--- src/rtl/tx_resp_arbiter_pkg.sv ---
// Shared definitions for the TX response arbiter: FSM state encoding,
// source identifiers and the drop-counter saturation limit.
package tx_resp_pkg;

  typedef enum logic [1:0] {
    IDLE        = 2'd0,
    SEND_REG    = 2'd1,
    SEND_ALU_LO = 2'd2,
    SEND_ALU_HI = 2'd3
  } state_e;

  typedef enum logic {
    SRC_REG = 1'b0,
    SRC_ALU = 1'b1
  } src_e;

  localparam int unsigned DROP_CNT_MAX = 255;

endpackage

--- src/rtl/tx_resp_arbiter_slot.sv ---
// Single-entry holding slot for one pending response. A load in the same
// cycle as a free refills the slot; a load into a held slot is dropped.
module resp_slot #(
  parameter int W = 8
) (
  input  logic         clk,
  input  logic         rst_n,
  input  logic         load_i,
  input  logic [W-1:0] din_i,
  input  logic         free_i,
  output logic         full_o,
  output logic [W-1:0] data_o,
  output logic         drop_o
);

  logic         full_q, full_d;
  logic [W-1:0] data_q, data_d;

  always_comb begin
    full_d = full_q;
    data_d = data_q;
    if (free_i) full_d = 1'b0;
    if (load_i && (!full_q || free_i)) begin
      full_d = 1'b1;
      data_d = din_i;
    end
  end

  always_ff @(posedge clk or negedge rst_n) begin
    if (!rst_n) begin
      full_q <= 1'b0;
      data_q <= '0;
    end else begin
      full_q <= full_d;
      data_q <= data_d;
    end
  end

  assign full_o = full_q;
  assign data_o = data_q;
  assign drop_o = load_i & full_q & ~free_i;

endmodule

--- src/rtl/tx_resp_arbiter.sv ---
// Arbitrates REG (1 byte) and ALU (2 byte) responses into a byte FIFO.
// Optional saturating drop counter enabled by TX_RESP_ARBITER_DROP_CNT_EN.
module tx_resp_arbiter
  import tx_resp_pkg::*;
#(
  parameter int DATA_WIDTH = 8
) (
  input  logic                    CLK,
  input  logic                    RST,
  input  logic [2*DATA_WIDTH-1:0] ALU_OUT,
  input  logic                    OUT_Valid,
  input  logic [DATA_WIDTH-1:0]   RdData,
  input  logic                    RdData_Valid,
  input  logic                    wfull,
  input  logic                    ovf_clr,
  output logic [DATA_WIDTH-1:0]   TX_P_DATA,
  output logic                    TX_D_VLD,
  output logic                    busy,
  output logic                    overflow,
  output logic [1:0]              state_dbg
`ifdef TX_RESP_ARBITER_DROP_CNT_EN
  ,
  output logic [7:0]              drop_cnt
`endif
);

  state_e                  state_q, state_d;
  src_e                    rr_q, rr_d;
  logic                    overflow_q, overflow_d;
  logic                    reg_full, alu_full, reg_drop, alu_drop;
  logic                    reg_free, alu_free;
  logic [DATA_WIDTH-1:0]   reg_data;
  logic [2*DATA_WIDTH-1:0] alu_data;

  resp_slot #(.W(DATA_WIDTH)) u_reg_slot (
    .clk(CLK), .rst_n(RST), .load_i(RdData_Valid), .din_i(RdData),
    .free_i(reg_free), .full_o(reg_full), .data_o(reg_data), .drop_o(reg_drop)
  );

  resp_slot #(.W(2*DATA_WIDTH)) u_alu_slot (
    .clk(CLK), .rst_n(RST), .load_i(OUT_Valid), .din_i(ALU_OUT),
    .free_i(alu_free), .full_o(alu_full), .data_o(alu_data), .drop_o(alu_drop)
  );

  // Write handshake: a byte transfers on every edge where TX_D_VLD is high;
  // wfull is the back-pressure and freezes state and TX_P_DATA while set.
  // rr_q only moves on contested grants; an uncontested grant keeps fairness.
  always_comb begin
    state_d   = state_q;
    rr_d      = rr_q;
    TX_D_VLD  = 1'b0;
    TX_P_DATA = '0;
    reg_free  = 1'b0;
    alu_free  = 1'b0;
    case (state_q)
      IDLE: begin
        if (reg_full && alu_full) begin
          if (rr_q == SRC_ALU) begin
            state_d = SEND_REG;
            rr_d    = SRC_REG;
          end else begin
            state_d = SEND_ALU_LO;
            rr_d    = SRC_ALU;
          end
        end else if (reg_full) begin
          state_d = SEND_REG;
        end else if (alu_full) begin
          state_d = SEND_ALU_LO;
        end
      end
      SEND_REG: begin
        TX_D_VLD  = ~wfull;
        TX_P_DATA = reg_data;
        if (TX_D_VLD) begin
          state_d  = IDLE;
          reg_free = 1'b1;
        end
      end
      SEND_ALU_LO: begin
        TX_D_VLD  = ~wfull;
        TX_P_DATA = alu_data[DATA_WIDTH-1:0];
        if (TX_D_VLD) state_d = SEND_ALU_HI;
      end
      SEND_ALU_HI: begin
        TX_D_VLD  = ~wfull;
        TX_P_DATA = alu_data[2*DATA_WIDTH-1:DATA_WIDTH];
        if (TX_D_VLD) begin
          state_d  = IDLE;
          alu_free = 1'b1;
        end
      end
      default: state_d = IDLE;
    endcase
  end

  // A drop in the same cycle as a clear wins so no loss goes unreported.
  assign overflow_d = reg_drop | alu_drop | (overflow_q & ~ovf_clr);

  always_ff @(posedge CLK or negedge RST) begin
    if (!RST) begin
      state_q    <= IDLE;
      rr_q       <= SRC_REG;
      overflow_q <= 1'b0;
    end else begin
      state_q    <= state_d;
      rr_q       <= rr_d;
      overflow_q <= overflow_d;
    end
  end

  assign overflow  = overflow_q;
  assign busy      = reg_full | alu_full | (state_q != IDLE);
  assign state_dbg = state_q;

`ifdef TX_RESP_ARBITER_DROP_CNT_EN
  logic [7:0] drop_cnt_q, drop_cnt_d;
  logic [8:0] drop_sum;

  always_comb begin
    drop_sum   = (ovf_clr ? 9'd0 : {1'b0, drop_cnt_q})
               + {8'd0, reg_drop} + {8'd0, alu_drop};
    drop_cnt_d = (drop_sum > 9'(DROP_CNT_MAX)) ? 8'(DROP_CNT_MAX) : drop_sum[7:0];
  end

  always_ff @(posedge CLK or negedge RST) begin
    if (!RST) drop_cnt_q <= '0;
    else      drop_cnt_q <= drop_cnt_d;
  end

  assign drop_cnt = drop_cnt_q;
`endif

endmodule

--- config.mk ---
export PLATFORM = sky130hd
export DESIGN_NAME = tx_resp_arbiter
export DESIGN_NICKNAME = d
export VERILOG_FILES = /design/src/rtl/tx_resp_arbiter_pkg.sv /design/src/rtl/tx_resp_arbiter_slot.sv /design/src/rtl/tx_resp_arbiter.sv
export SDC_FILE = /design/constraint.sdc
export NUM_CORES = 1
export LEC_CHECK = 0
export CAP_MARGIN = 20
export CORE_AREA = 2 2 63 65
export CTS_CLUSTER_SIZE = 14
export DETAILED_ROUTE_END_ITERATION = 8
export DIE_AREA = 0 0 65 67
export HOLD_SLACK_MARGIN = 0.15
export PLACE_DENSITY_LB_ADDON = 0.2
export SLEW_MARGIN = 5
export SYNTH_ARGS = -nofsm -noshare
export SYNTH_HDL_FRONTEND = slang
export SYNTH_SLANG_ARGS = --single-unit
--- constraint.sdc ---
create_clock -name CLK -period 1.4 [get_ports CLK]
set_clock_uncertainty 0.1 [all_clocks]
set_input_delay 0.21 -clock CLK [delete_from_list [all_inputs] [get_ports CLK]]
set_output_delay 0.21 -clock CLK [all_outputs]
set_load 0.02 [all_outputs]
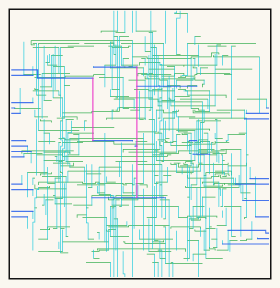
(metal layers overlaid)
(4 px per µm)
legend:
  magenta:
    layer: M4
    wire_length: 48.3 µm
  blue:
    layer: M3
    wire_length: 187 µm
  green:
    layer: M1
    wire_length: 1490 µm
  cyan:
    layer: M2
    wire_length: 1690 µm

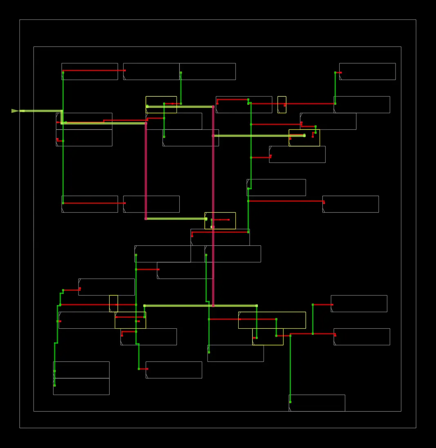
(clock routing)
clock buf count: 7
clk_lat worst skew: 0.29 ns

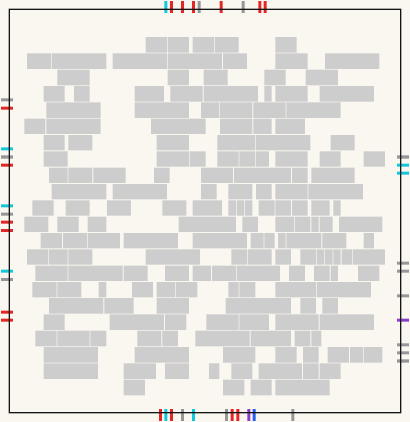
(ports around the boundary)
(6 px per µm) Pins as bars across the die edge, other pins in gray.
legend:
  red:
    port: ALU_OUT
    pins: 16
    direction: input
    edge: 6 north, 6 west, 4 south
  cyan:
    port: RdData
    pins: 8
    direction: input
    edge: 3 west, 2 east, 2 south, 1 north
  blue:
    port: wfull
    pins: 1
    direction: input
    edge: south
  purple:
    port: state_dbg
    pins: 2
    direction: output
    edge: 1 south, 1 east
all pins by edge: 13 west, 11 south, 10 east, 9 north

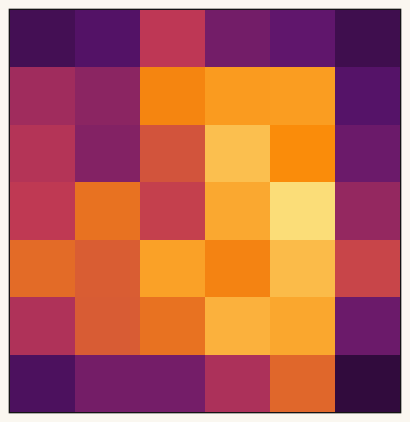
(local utilization)
(6 px per µm) The die is cut into 6 by 7 equal tiles; black is low, pale yellow is high, 0 to 100% covered.
mean over tiles: 53%
fullest tile: 93%
densest ninth of the die: center
tiles over 75% full: 24%
emptiest ninth of the die: north-west

==> out/results.txt <==
Status -> finished with violations
Violated checks -> setup timing
Ys async rst share -> 100.0%
Root Buffer -> clkbuf_8
Clock period minus worst slack -> 1.836 ns
Top sig layer -> met4
Total grt overflow -> 0
Met2 WL -> 1693 µm
Post-synth seq share -> 52.59%
Dominant logic cell type in the layout -> clkdlybuf4s50_1
Count of tool warnings -> 29
Pre-CTS WS -> -0.5087 ns
Met2 usage -> 30.67%
Dpl cell area -> 2128 µm²
Fa+ha+maj area frac -> 0%
Comb/total area -> 30.30%
GR peak layer -> met2
Synth Instances -> 101
Die X -> 65 µm
Worst path slowest cell -> dfrtp_2
Final Instance Area -> 2350 µm²
Worst Path Arrival -> 1.53 ns
AO/OA Area Share -> 10.43%
CP Cell Sequence -> buf_6, mux2_2, a22o_1, buf_6
Global-route wire length before repair -> 5485 µm
Cts repair resizes -> 73
Crit path capture type -> primary output
Nonclk inv count -> 4
Critical path buffers and inverters -> 2
Worst setup path class -> flop to primary output
Leakage power -> 1.097 nW
Count leader, synth -> dfrtp_1
GP Congestion -> 0.7561
Seq_cells -> 30
Peak supply drop -> 1.069 mV
Yosys chip area -> 1428 µm²
Top Layout Cells -> 29 x clkdlybuf4s50_1, 28 x dfrtp_1, 20 x mux2_4, 20 x buf_4, 12 x mux2_2
Peak Freq -> 544.5 MHz
Final ANT Viol Nets -> 0
Syn_area_per_cell -> 14.13 µm²
Final Setup Violations -> 36
Max Slew Vio Count -> 0
CTS tree -> yes
Critical Path Fanout Max -> 7
Yosys cell count -> 101
Ports -> 43
Final wirelength -> 3416 µm
Pre-antenna DRT Iters -> 4
Clk pwr -> 0.000853 W
Dominant combinational family -> multiplexers
Net Switching -> 0.001810 W
Headroom to the max-slew limit -> 85.35%
CP required -> 1.09 ns
Hold WS -> 0.1999 ns
Setup WS post-layout -> -0.4364 ns
Critical Path Max Stage Delay -> 0.46 ns
Ratio of cells with drive above 1 in the final layout -> 49.72%
CTS Hold Bufs -> 0
Largest net degree at the start of global routing -> 31
Seq/total area -> 32.06%
Unrepaired setup endpoints after global routing -> true
Switch share -> 32.15%
Non-clk bufs -> 71
Initial DRC count -> 43
Clk cell area share -> 4.526%
Cell area after synthesis -> 1428 µm²
Clock-pin slew of the registers on the worst-case setup and hold paths -> 0.07 ns
Vias in the first global route -> 1157
WL/cell -> 15.18 µm
GRT Overall Usage -> 17.23%
Slew @ Worst Pin -> 0.2190 ns
Non-clock buffer share of cell area -> 29.93%
Row count -> 22
Clock Path Buffers -> 2
Most common library cells after synthesis -> 30 x dfrtp_1, 22 x mux2_2, 10 x mux2_4
Top delay family on crit path -> flip-flops
Die H -> 67 µm
Post-synth regs -> 30
Initial antenna violation count -> 0
Chip area -> 4355 µm²
Met3 wire len -> 187 µm
Area Overhead vs Synth -> 64.59%
P_comb -> 0.00319 W
Hold Path Class -> input pin to async pin
Largest class -> flip-flops and latches
-- path summary, 6_finish.rpt --
path	start	slack [ns]	cells past startpoint	to
worst max-delay path	state_dbg[0]	-0.44	4	TX_P_DATA[2]
worst min-delay path	RST	0.20	2	rr_q
worst max register to register	state_dbg[0]	-0.40	6	u_reg_slot.data_o[7]
worst min register to register	u_reg_slot.data_o[5]	0.41	1	u_reg_slot.data_o[5]
max in group asynchronous	RST	0.82	2	state_dbg[0]
min in group CLK	u_reg_slot.data_o[5]	0.41	1	u_reg_slot.data_o[5]
-- through the flow --
stage / total power (W) / cells
floorplan: 0.003196 / 101
global placement: 0.004337 / 211
detailed placement: 0.004390 / 211
CTS: 0.005534 / 225
global route: 0.005934 / 225
finish: 0.005628 / 225
Power and IR drop assume default switching activity.
